Figure 1. Met1 routing.
The bar under the picture is 20 microns long.
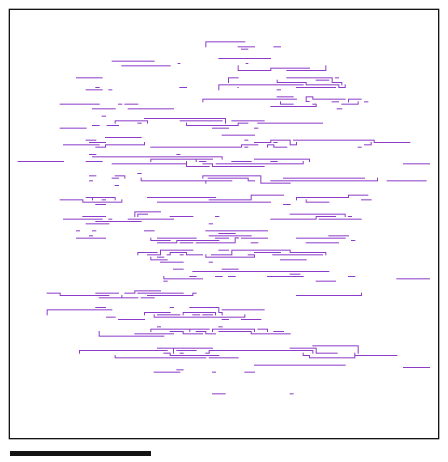
Figure 2. The metal 2 layer.
The bar under the picture is 20 microns long. Cells faint in the background.
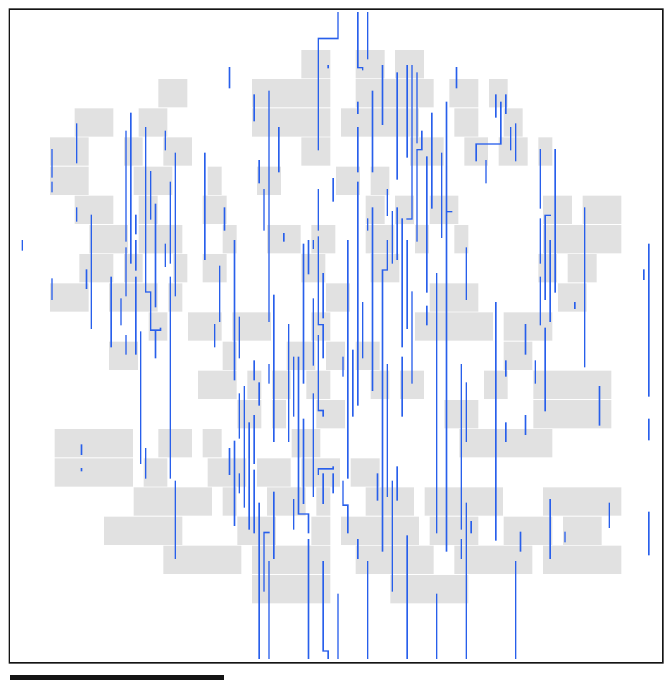
Figure 3. M3 wires.
The bar under the picture is 20 microns long. Cells faint in the background.
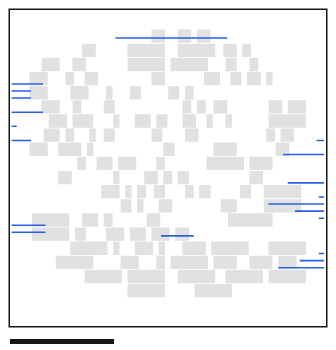
### src/rtl/multicycle_control.sv
// Main control FSM for the multicycle MIPS datapath: steps each instruction
// through fetch/decode/execute/memory/writeback and drives all datapath controls.
module multicycle_control (
  input  logic       clk,
  input  logic       rst,
  input  logic [5:0] opcode,
  input  logic       mem_ready,
  output logic       pc_write,
  output logic       pc_write_cond,
  output logic       iord,
  output logic       mem_read,
  output logic       mem_write,
  output logic       ir_write,
  output logic       mem_to_reg,
  output logic       reg_dst,
  output logic       reg_write,
  output logic       alu_src_a,
  output logic [1:0] alu_src_b,
  output logic [1:0] aluop,
  output logic [1:0] pc_source,
  output logic       instr_done,
  output logic       illegal_op,
  output logic [3:0] state
);

  localparam logic [3:0] S_FETCH     = 4'd0;
  localparam logic [3:0] S_DECODE    = 4'd1;
  localparam logic [3:0] S_MEM_ADDR  = 4'd2;
  localparam logic [3:0] S_MEM_READ  = 4'd3;
  localparam logic [3:0] S_MEM_WB    = 4'd4;
  localparam logic [3:0] S_MEM_WRITE = 4'd5;
  localparam logic [3:0] S_EXECUTE   = 4'd6;
  localparam logic [3:0] S_R_WB      = 4'd7;
  localparam logic [3:0] S_BRANCH    = 4'd8;
  localparam logic [3:0] S_JUMP      = 4'd9;
  localparam logic [3:0] S_ADDI_EX   = 4'd10;
  localparam logic [3:0] S_ADDI_WB   = 4'd11;

  localparam logic [5:0] OP_R    = 6'b000000;
  localparam logic [5:0] OP_LW   = 6'b100011;
  localparam logic [5:0] OP_SW   = 6'b101011;
  localparam logic [5:0] OP_BEQ  = 6'b000100;
  localparam logic [5:0] OP_J    = 6'b000010;
  localparam logic [5:0] OP_ADDI = 6'b001000;

  localparam logic [1:0] SRCB_B     = 2'b00;
  localparam logic [1:0] SRCB_FOUR  = 2'b01;
  localparam logic [1:0] SRCB_IMM   = 2'b10;
  localparam logic [1:0] SRCB_IMMSH = 2'b11;

  localparam logic [1:0] ALUOP_ADD   = 2'b00;
  localparam logic [1:0] ALUOP_SUB   = 2'b01;
  localparam logic [1:0] ALUOP_FUNCT = 2'b10;

  localparam logic [1:0] PCSRC_ALU    = 2'b00;
  localparam logic [1:0] PCSRC_ALUOUT = 2'b01;
  localparam logic [1:0] PCSRC_JUMP   = 2'b10;

  function automatic logic is_supported(input logic [5:0] op);
    return (op == OP_R) || (op == OP_LW) || (op == OP_SW) ||
           (op == OP_BEQ) || (op == OP_J) || (op == OP_ADDI);
  endfunction

  logic [3:0] state_q;
  logic [3:0] state_d;
  logic [3:0] out_state;

  // Raw enables before the reset mask
  logic pc_write_raw;
  logic pc_write_cond_raw;
  logic mem_read_raw;
  logic mem_write_raw;
  logic ir_write_raw;
  logic reg_write_raw;
  logic instr_done_raw;
  logic illegal_op_raw;

  always_ff @(posedge clk) begin
    if (rst) begin
      state_q <= S_FETCH;
    end else begin
      state_q <= state_d;
    end
  end

  always_comb begin
    state_d = S_FETCH;
    case (state_q)
      S_FETCH:     state_d = mem_ready ? S_DECODE : S_FETCH;
      S_DECODE: begin
        case (opcode)
          OP_LW, OP_SW: state_d = S_MEM_ADDR;
          OP_R:         state_d = S_EXECUTE;
          OP_BEQ:       state_d = S_BRANCH;
          OP_J:         state_d = S_JUMP;
          OP_ADDI:      state_d = S_ADDI_EX;
          default:      state_d = S_FETCH;
        endcase
      end
      S_MEM_ADDR:  state_d = (opcode == OP_SW) ? S_MEM_WRITE : S_MEM_READ;
      S_MEM_READ:  state_d = mem_ready ? S_MEM_WB : S_MEM_READ;
      S_MEM_WB:    state_d = S_FETCH;
      S_MEM_WRITE: state_d = mem_ready ? S_FETCH : S_MEM_WRITE;
      S_EXECUTE:   state_d = S_R_WB;
      S_R_WB:      state_d = S_FETCH;
      S_BRANCH:    state_d = S_FETCH;
      S_JUMP:      state_d = S_FETCH;
      S_ADDI_EX:   state_d = S_ADDI_WB;
      S_ADDI_WB:   state_d = S_FETCH;
      default:     state_d = S_FETCH;
    endcase
  end

  // During reset the selects present FETCH values regardless of the held state
  assign out_state = rst ? S_FETCH : state_q;

  always_comb begin
    pc_write_raw      = 1'b0;
    pc_write_cond_raw = 1'b0;
    mem_read_raw      = 1'b0;
    mem_write_raw     = 1'b0;
    ir_write_raw      = 1'b0;
    reg_write_raw     = 1'b0;
    instr_done_raw    = 1'b0;
    illegal_op_raw    = 1'b0;
    iord              = 1'b0;
    mem_to_reg        = 1'b0;
    reg_dst           = 1'b0;
    alu_src_a         = 1'b0;
    alu_src_b         = SRCB_B;
    aluop             = ALUOP_ADD;
    pc_source         = PCSRC_ALU;
    case (out_state)
      S_FETCH: begin
        mem_read_raw = 1'b1;
        alu_src_b    = SRCB_FOUR;
        ir_write_raw = mem_ready;
        pc_write_raw = mem_ready;
      end
      S_DECODE: begin
        alu_src_b      = SRCB_IMMSH;
        illegal_op_raw = ~is_supported(opcode);
        instr_done_raw = ~is_supported(opcode);
      end
      S_MEM_ADDR: begin
        alu_src_a = 1'b1;
        alu_src_b = SRCB_IMM;
      end
      S_MEM_READ: begin
        mem_read_raw = 1'b1;
        iord         = 1'b1;
      end
      S_MEM_WB: begin
        reg_write_raw  = 1'b1;
        mem_to_reg     = 1'b1;
        instr_done_raw = 1'b1;
      end
      S_MEM_WRITE: begin
        mem_write_raw  = 1'b1;
        iord           = 1'b1;
        instr_done_raw = mem_ready;
      end
      S_EXECUTE: begin
        alu_src_a = 1'b1;
        aluop     = ALUOP_FUNCT;
      end
      S_R_WB: begin
        reg_write_raw  = 1'b1;
        reg_dst        = 1'b1;
        instr_done_raw = 1'b1;
      end
      S_BRANCH: begin
        alu_src_a         = 1'b1;
        aluop             = ALUOP_SUB;
        pc_write_cond_raw = 1'b1;
        pc_source         = PCSRC_ALUOUT;
        instr_done_raw    = 1'b1;
      end
      S_JUMP: begin
        pc_write_raw   = 1'b1;
        pc_source      = PCSRC_JUMP;
        instr_done_raw = 1'b1;
      end
      S_ADDI_EX: begin
        alu_src_a = 1'b1;
        alu_src_b = SRCB_IMM;
      end
      S_ADDI_WB: begin
        reg_write_raw  = 1'b1;
        instr_done_raw = 1'b1;
      end
      default: begin
      end
    endcase
  end

  assign pc_write      = pc_write_raw      & ~rst;
  assign pc_write_cond = pc_write_cond_raw & ~rst;
  assign mem_read      = mem_read_raw      & ~rst;
  assign mem_write     = mem_write_raw     & ~rst;
  assign ir_write      = ir_write_raw      & ~rst;
  assign reg_write     = reg_write_raw     & ~rst;
  assign instr_done    = instr_done_raw    & ~rst;
  assign illegal_op    = illegal_op_raw    & ~rst;
  assign state         = state_q;

endmodule

### config.mk
export PLATFORM = sky130hd
export DESIGN_NAME = multicycle_control
export DESIGN_NICKNAME = d
export VERILOG_FILES = /design/src/rtl/multicycle_control.sv
export SDC_FILE = /design/constraint.sdc
export NUM_CORES = 1
export LEC_CHECK = 0
export CELL_PAD_IN_SITES_DETAIL_PLACEMENT = 1
export CELL_PAD_IN_SITES_GLOBAL_PLACEMENT = 2
export CORE_MARGIN = 3
export CORE_UTILIZATION = 21
export CTS_CLUSTER_DIAMETER = 120
export CTS_CLUSTER_SIZE = 10
export DETAILED_ROUTE_END_ITERATION = 6
export PLACE_DENSITY_LB_ADDON = 0.08
export SLEW_MARGIN = 15
export SYNTH_ARGS = -nofsm -noshare
export SYNTH_HDL_FRONTEND = slang
export SYNTH_SLANG_ARGS = --single-unit
### constraint.sdc
create_clock -name clk -period 3.7 [get_ports clk]
set_input_delay 0.74 -clock clk [delete_from_list [all_inputs] [get_ports clk]]
set_output_delay 0.74 -clock clk [all_outputs]
set_load 0.1 [all_outputs]
==> flow_summary.json <==
{
  "slew_viol_final": 0,
  "path_cells": "clkdlybuf4s50_1, buf_4, nor3_1, buf_12",
  "ys_sh_simple": 0.498,
  "cellLeakagePower_uw": 0.000409,
  "fp_util": 0.225,
  "async_flop_share": 0,
  "fin_ws_ps": 621,
  "yosys_warnings": 0,
  "clkPwrFrac": 0.262,
  "routabilityCongestion": 0.724,
  "cts_buffers": 3,
  "syn_area_sq_um": 631,
  "hp-class": "reg -> reg",
  "final_util": 0.420,
  "top_area_frac": 0.127,
  "numSynthFlops": 4,
  "outcome": "complete, no violations",
  "worst_slew_pin_slew_ps": 727,
  "root_buffer": "clkbuf_4",
  "drv_cap": 0,
  "port_buffers": 30,
  "place_ws_ps": 606,
  "p_comb_frac": 0.491,
  "synth.avg_cell_area_sq_um": 6.78,
  "fin_crit_ps": 3080,
  "synth_chip_area_sq_um": 631,
  "cts_tree": "done",
  "synth.logic.top_family": "simple AND/OR/NAND/NOR gates",
  "swShare": 0.424,
  "route.met2.wl_mm": 1.09,
  "ant_nets": 0,
  "grt_pass1_vias": 790,
  "grt_usage": 0.131,
  "nFillCells": 330,
  "synth.largest_area_cell": "dfxtp_1",
  "fa_ha_area_frac": 0,
  "stdcell_count": 147,
  "clkTransAtPathRegs_ps": 40,
  "routed_via_density": 5.29,
  "synth-edff-count": 0,
  "pwr-share-seq": 0.247,
  "cp_max_fo": 12,
  "drc": 0,
  "cp_top_family": "buffers and inverters",
  "logic_area_sq_um": 558
}
Notes on Figure 1 above:
longest straight run	19.3 microns
nets with wire on the layer	101
wire length on this layer	1040 microns
main direction	horizontal
share of all routed wire	46%

Notes on Figure 2 above:
share of all routed wire	49%
wire length on this layer	1090 microns
longest straight run	41.8 microns

Notes on Figure 3 above:
longest straight run	21.2 microns
wire length on this layer	108 microns
main direction	horizontal
nets with wire on the layer	20
share of all routed wire	4.8%

## cell families after synthesis
family                    count (synthesis)
AOI/OAI and AO/OA                        24
xor gates and xnor gates                  2
buffers and inverters                    11
DFF                                       4
and+or+nand+nor                          52
## cell type report
class,instances,share of cell area
flip-flops and latches,4,0.0680
clock buffers,3,0.0191
multi-input cells,78,0.474
well taps,31,0.0329
repair buffers,31,0.406
## worst register-to-register path: cells and delay by family, from the launching register on
kind,cells,cell delay [ps]
AND-OR/OR-AND,3,460
flip-flops,1,780
AND/OR/NAND/NOR,1,400
## placed cells by master, fill, tap and decap left out, types with 2 or more instances in the layout
master	count
a21oi_1	5
a31oi_1	3
buf_12	18
buf_4	5
clkbuf_4	3
clkdlybuf4s50_1	8
dfxtp_1	4
nand2_1	6
nand2b_1	6
nor2_1	6
nor2_2	2
nor3_1	6
nor3_2	6
nor3b_1	3
nor4_2	5
o211ai_1	2
o21ai_0	2
o21ai_1	2
o21bai_1	2
## power groups by stage
stage / combinational [uW] / clock, uW / sequential, uW
2_1_floorplan: 60.8 / 0 / 52.6
3_3_place_gp: 99.4 / 0 / 50.4
3_5_place_dp: 100 / 0 / 50.6
4_1_cts: 101 / 56.1 / 50.1
5_1_grt: 105 / 59.9 / 50.8
6_report: 99.3 / 52.9 / 50.0
## worst paths after layout
path	depth (start not counted)	slack [ps]	startpoint	end
worst max-delay path	4	620	rst	pc_source[1]
worst min-delay path	1	800	state[2]	state[3]
worst max register to register	4	1940	state[1]	state[1]
worst min register to register	1	800	state[2]	state[3]
## layer usage
metal  vias to the layer above  track usage
li1                        392            -
met1                       363        0.177
met3                         0       0.0255
met5                         -            0
met2                        23        0.229
met4                         0            0
Power is estimated from default activity; no workload was simulated.
